===== src/rtl/imm_extend_stage.sv =====
// Immediate extension stage: field select, sign/zero extend, optional scaling shift
// (enabled by `define IMMX_SHIFT_EN), results buffered in a 2-entry skid buffer.
module imm_extend_stage #(
    parameter int IN_W  = 27,
    parameter int OUT_W = 32,
    parameter int W0    = 15,
    parameter int W1    = 19,
    parameter int W2    = 23,
    parameter int W3    = 27,
    parameter int SH_W  = 3
) (
    input  logic             clk,
    input  logic             rst_n,
    input  logic             flush,
    input  logic             in_valid,
    output logic             in_ready,
    input  logic [IN_W-1:0]  inme_in,
    input  logic [1:0]       sel,
    input  logic             zext,
    input  logic [SH_W-1:0]  shamt,
    output logic             out_valid,
    input  logic             out_ready,
    output logic [OUT_W-1:0] inme_out,
    output logic             ovf
);

    if (W0 < 1 || W0 > IN_W || W0 > OUT_W) begin : g_bad_w0
        $error("imm_extend_stage: illegal W0");
    end
    if (W1 < 1 || W1 > IN_W || W1 > OUT_W) begin : g_bad_w1
        $error("imm_extend_stage: illegal W1");
    end
    if (W2 < 1 || W2 > IN_W || W2 > OUT_W) begin : g_bad_w2
        $error("imm_extend_stage: illegal W2");
    end
    if (W3 < 1 || W3 > IN_W || W3 > OUT_W) begin : g_bad_w3
        $error("imm_extend_stage: illegal W3");
    end

    localparam logic [OUT_W-1:0] ONE  = OUT_W'(1);
    localparam logic [OUT_W-1:0] ALL1 = {OUT_W{1'b1}};

    typedef enum logic [1:0] {EMPTY, ONE_E, TWO} state_t;

    function automatic logic [OUT_W-1:0] extend_field(input logic [IN_W-1:0] raw,
                                                      input int w, input logic z);
        logic [OUT_W-1:0] f;
        logic             s;
        f = OUT_W'(raw >> (IN_W - w));
        s = |(f & (ONE << (w - 1)));
        return (s && !z) ? (f | (ALL1 << w)) : f;
    endfunction

`ifdef IMMX_SHIFT_EN
    // Shift with the fill replicated above the result; ovf flags any loss of value.
    function automatic logic [OUT_W:0] scale(input logic [OUT_W-1:0] e,
                                             input logic [SH_W-1:0] sh, input logic z);
        logic [2*OUT_W-1:0] wide;
        logic               pad;
        logic               o;
        pad  = ~z & e[OUT_W-1];
        wide = {{OUT_W{pad}}, e} << sh;
        o    = (wide[2*OUT_W-1:OUT_W] != {OUT_W{pad}});
        if (!z) o = o | (wide[OUT_W-1] != pad);
        return {o, wide[OUT_W-1:0]};
    endfunction
`endif

    state_t           state, state_nxt;
    logic             accept, drain;
    logic             load_head_new, load_head_tail, load_tail;
    logic [OUT_W-1:0] ext_p0, res_p0;
    logic             ovf_p0;
    logic [OUT_W-1:0] head_data_p1, tail_data_p1;
    logic             head_ovf_p1, tail_ovf_p1;

    // Stage p0: combinational extend and scale on the input side
    always_comb begin
        ext_p0 = '0;
        case (sel)
            2'd0:    ext_p0 = extend_field(inme_in, W0, zext);
            2'd1:    ext_p0 = extend_field(inme_in, W1, zext);
            2'd2:    ext_p0 = extend_field(inme_in, W2, zext);
            default: ext_p0 = extend_field(inme_in, W3, zext);
        endcase
    end

`ifdef IMMX_SHIFT_EN
    assign {ovf_p0, res_p0} = scale(ext_p0, shamt, zext);
`else
    logic unused_shamt;
    assign unused_shamt = ^shamt;
    assign res_p0       = ext_p0;
    assign ovf_p0       = 1'b0;
`endif

    assign in_ready  = (state != TWO);
    assign out_valid = (state != EMPTY);
    assign accept    = in_valid & in_ready;
    assign drain     = out_valid & out_ready;

    always_comb begin
        state_nxt      = state;
        load_head_new  = 1'b0;
        load_head_tail = 1'b0;
        load_tail      = 1'b0;
        if (flush) begin
            state_nxt = EMPTY;
        end else begin
            case (state)
                EMPTY: if (accept) begin
                    state_nxt     = ONE_E;
                    load_head_new = 1'b1;
                end
                ONE_E: if (accept && drain) begin
                    load_head_new = 1'b1;
                end else if (accept) begin
                    state_nxt = TWO;
                    load_tail = 1'b1;
                end else if (drain) begin
                    state_nxt = EMPTY;
                end
                TWO: if (drain) begin
                    state_nxt      = ONE_E;
                    load_head_tail = 1'b1;
                end
                default: state_nxt = EMPTY;
            endcase
        end
    end

    always_ff @(posedge clk or negedge rst_n) begin
        if (!rst_n) state <= EMPTY;
        else        state <= state_nxt;
    end

    // Stage p1: buffered entries; the head drives the outputs directly
    always_ff @(posedge clk or negedge rst_n) begin
        if (!rst_n) begin
            head_data_p1 <= '0;
            head_ovf_p1  <= 1'b0;
        end else if (load_head_new) begin
            head_data_p1 <= res_p0;
            head_ovf_p1  <= ovf_p0;
        end else if (load_head_tail) begin
            head_data_p1 <= tail_data_p1;
            head_ovf_p1  <= tail_ovf_p1;
        end
    end

    always_ff @(posedge clk) begin
        if (load_tail) begin
            tail_data_p1 <= res_p0;
            tail_ovf_p1  <= ovf_p0;
        end
    end

    assign inme_out = head_data_p1;
    assign ovf      = head_ovf_p1;

endmodule


===== config.mk =====
export PLATFORM = sky130hd
export DESIGN_NAME = imm_extend_stage
export DESIGN_NICKNAME = d
export VERILOG_FILES = /design/src/rtl/imm_extend_stage.sv
export SDC_FILE = /design/constraint.sdc
export NUM_CORES = 1
export LEC_CHECK = 0
export ABC_CLOCK_PERIOD_IN_PS = 2400
export CAP_MARGIN = 20
export CORE_MARGIN = 2
export CORE_UTILIZATION = 30
export CTS_CLUSTER_DIAMETER = 150
export CTS_CLUSTER_SIZE = 16
export DETAILED_ROUTE_END_ITERATION = 12
export GPL_ROUTABILITY_DRIVEN = 0
export GPL_TIMING_DRIVEN = 0
export SLEW_MARGIN = 15
export SYNTH_ARGS = -nofsm -noshare
export SYNTH_HDL_FRONTEND = slang
export SYNTH_SLANG_ARGS = --single-unit

===== constraint.sdc =====
create_clock -name clk -period 2.4 [get_ports clk]
set_clock_uncertainty 0.1 [all_clocks]
set_input_delay 0.48 -clock clk [delete_from_list [all_inputs] [get_ports clk]]
set_output_delay 0.48 -clock clk [all_outputs]
set_load 0.01 [all_outputs]

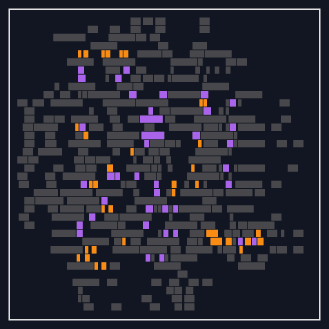
(images/logic_types.png)
(3 px per µm)
Purple is inverting AOI/OAI gates, cells 39, most used o22ai_1. Orange is NOR gates, cells 35, most used nor2_1.
commonest non-fill, non-tap cell in the layout: clkdlybuf4s50_1
logic share of the area: 0.2991

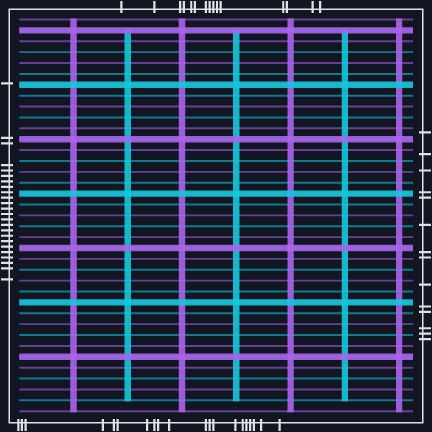
(images/power_grid.png)
(4 px per µm) Pins as bars on the die edge.
Cyan is VDD. Purple is VSS.
The core has 36 rows. 7 straps on met4. 37 met1 rails follow the rows.
DIE HEIGHT: 103.0 µm
Worst VDD drop: 0.2798 mV
core area: 9639 µm²
Die Width: 103.0 µm

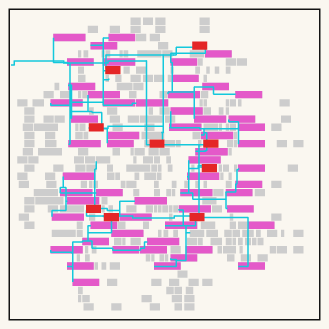
(images/clk_routes.png)
(3 px per µm)
Red is clock drivers, count 9. Cyan is clock wires, length 807 µm. Magenta is flip-flops, count 58.
There are 10 routed clock nets.
Latency at later pin: 340 ps
clock power share: 0.321
P_clk: 888 µW

==> ci_impl_report.md <==
## Synthesis and layout report

| Metric | Value |
|---|---|
| # rows | `36` |
| 1st-iter DRT viols | `130` |
| Hold Vio Cnt, Final | `0` |
| Status | `complete, no violations` |
| Reg2reg path depth | `2` |
| Pre-CTS setup slack | `-182.3 ps` |
| Cell family with most CP delay | `simple AND/OR/NAND/NOR gates` |
| Critical Path Slowest Stage Cell | `nor2_4` |
| Antenna Nets Post-Route | `0` |
| Vias after detailed routing | `2221` |
| R2r setup slk | `320 ps` |
| Fill count | `963` |
| Port-buffer cells | `67` |
| Worst setup path endpoint | `tail_data_p1[5]` |
| Tool warnings | `29` |
| GRT Total Usage | `0.1552` |
| Buffering overhead | `0.2042` |
| CTS root buf | `clkbuf_8` |
| Clock tree sinks | `58` |
| Fin util | `0.4132` |
| CTS Buf Count | `9` |
| IO Count | `73` |
| Vias in the first global route | `2314` |
| Worst Path Arrival | `2120 ps` |
| FP Core Util | `0.3052` |
| Post-synth top area cell | `edfxtp_1` |
| Buffers, non-clock | `88` |
| Maxcap violations | `0` |
| Critical path class | `in -> reg` |
| Worst hold margin | `83.35 ps` |
| Warnings from Yosys | `0` |
| Top cell category | `registers` |
| Wire per inst | `16.54 µm` |
| GRT Residual Overflow | `0` |
| Pre-antenna DRT Iters | `4` |
| Flop area | `1592 µm²` |
| Fin nets | `360` |
| YS chip area | `2942 µm²` |
| Leak Pwr | `1.602 nW` |
| Max Clock Freq | `0.4423 GHz` |
| RR Startpoint | `state[1]` |
| Dpl cell area | `3781 µm²` |
| Crit path time final | `2261 ps` |
| CTS tree | `built` |
| Netlist cell types | `35` |
| Critical Path Max Stage Delay | `670 ps` |
| Inverters, non-clock | `5` |
| Syn Nets | `282` |
| Yosys cell count | `244` |
| # clk buffers | `15` |
| Ant. Diodes | `0` |
| Post-cts repair resize count | `0` |
| Final instance area | `3983 µm²` |
| Commonest flop | `dfrtp_1` |
| Crit path DRT | `2260 ps` |
| Power Dens Cells | `693.7 nW/µm²` |
| Crit path depth | `3` |
| Post-Syn Area | `2942 µm²` |
| Syn Inst Count | `244` |
| Placed Cells | `444` |
| Remaining DRCs | `0` |
| Most frequent cells after synthesis | `dfrtp_1 (30), edfxtp_1 (28), mux2i_1 (27), nand2_1 (22), nor2_1 (19)` |
-- power breakdown --
part / internal [mW] / leakage [nW] / switching [mW]
logic: 0.376 / 0.888 / 0.286
clock network: 0.515 / 0.106 / 0.373
registers: 1.15 / 0.609 / 0.0611
-- state kept, by name, summed over array words and instances, names as in the netlist --
signal,cells
tail_data_p1,28
state,2
inme_out,28
-- logic make-up (layout without fill, tap and decap cells) --
kind of cell,Yosys count,in the layout,share of synthesized area
other,1,1,0.001275
DFF,58,58,0.5410
buffers and inverters,26,109,0.05657
muxes,35,35,0.1544
AOI/OAI and AO/OA,47,47,0.1157
and+or+nand+nor,77,77,0.1310
-- routing by layer --
layer / global-route usage / wire length [µm]
met3: 0.05424 / 429
met5: 0 / 0
met1: 0.2034 / 3440
met4: 0.05364 / 125
met2: 0.2398 / 3615
Power is estimated from default activity; no workload was simulated.
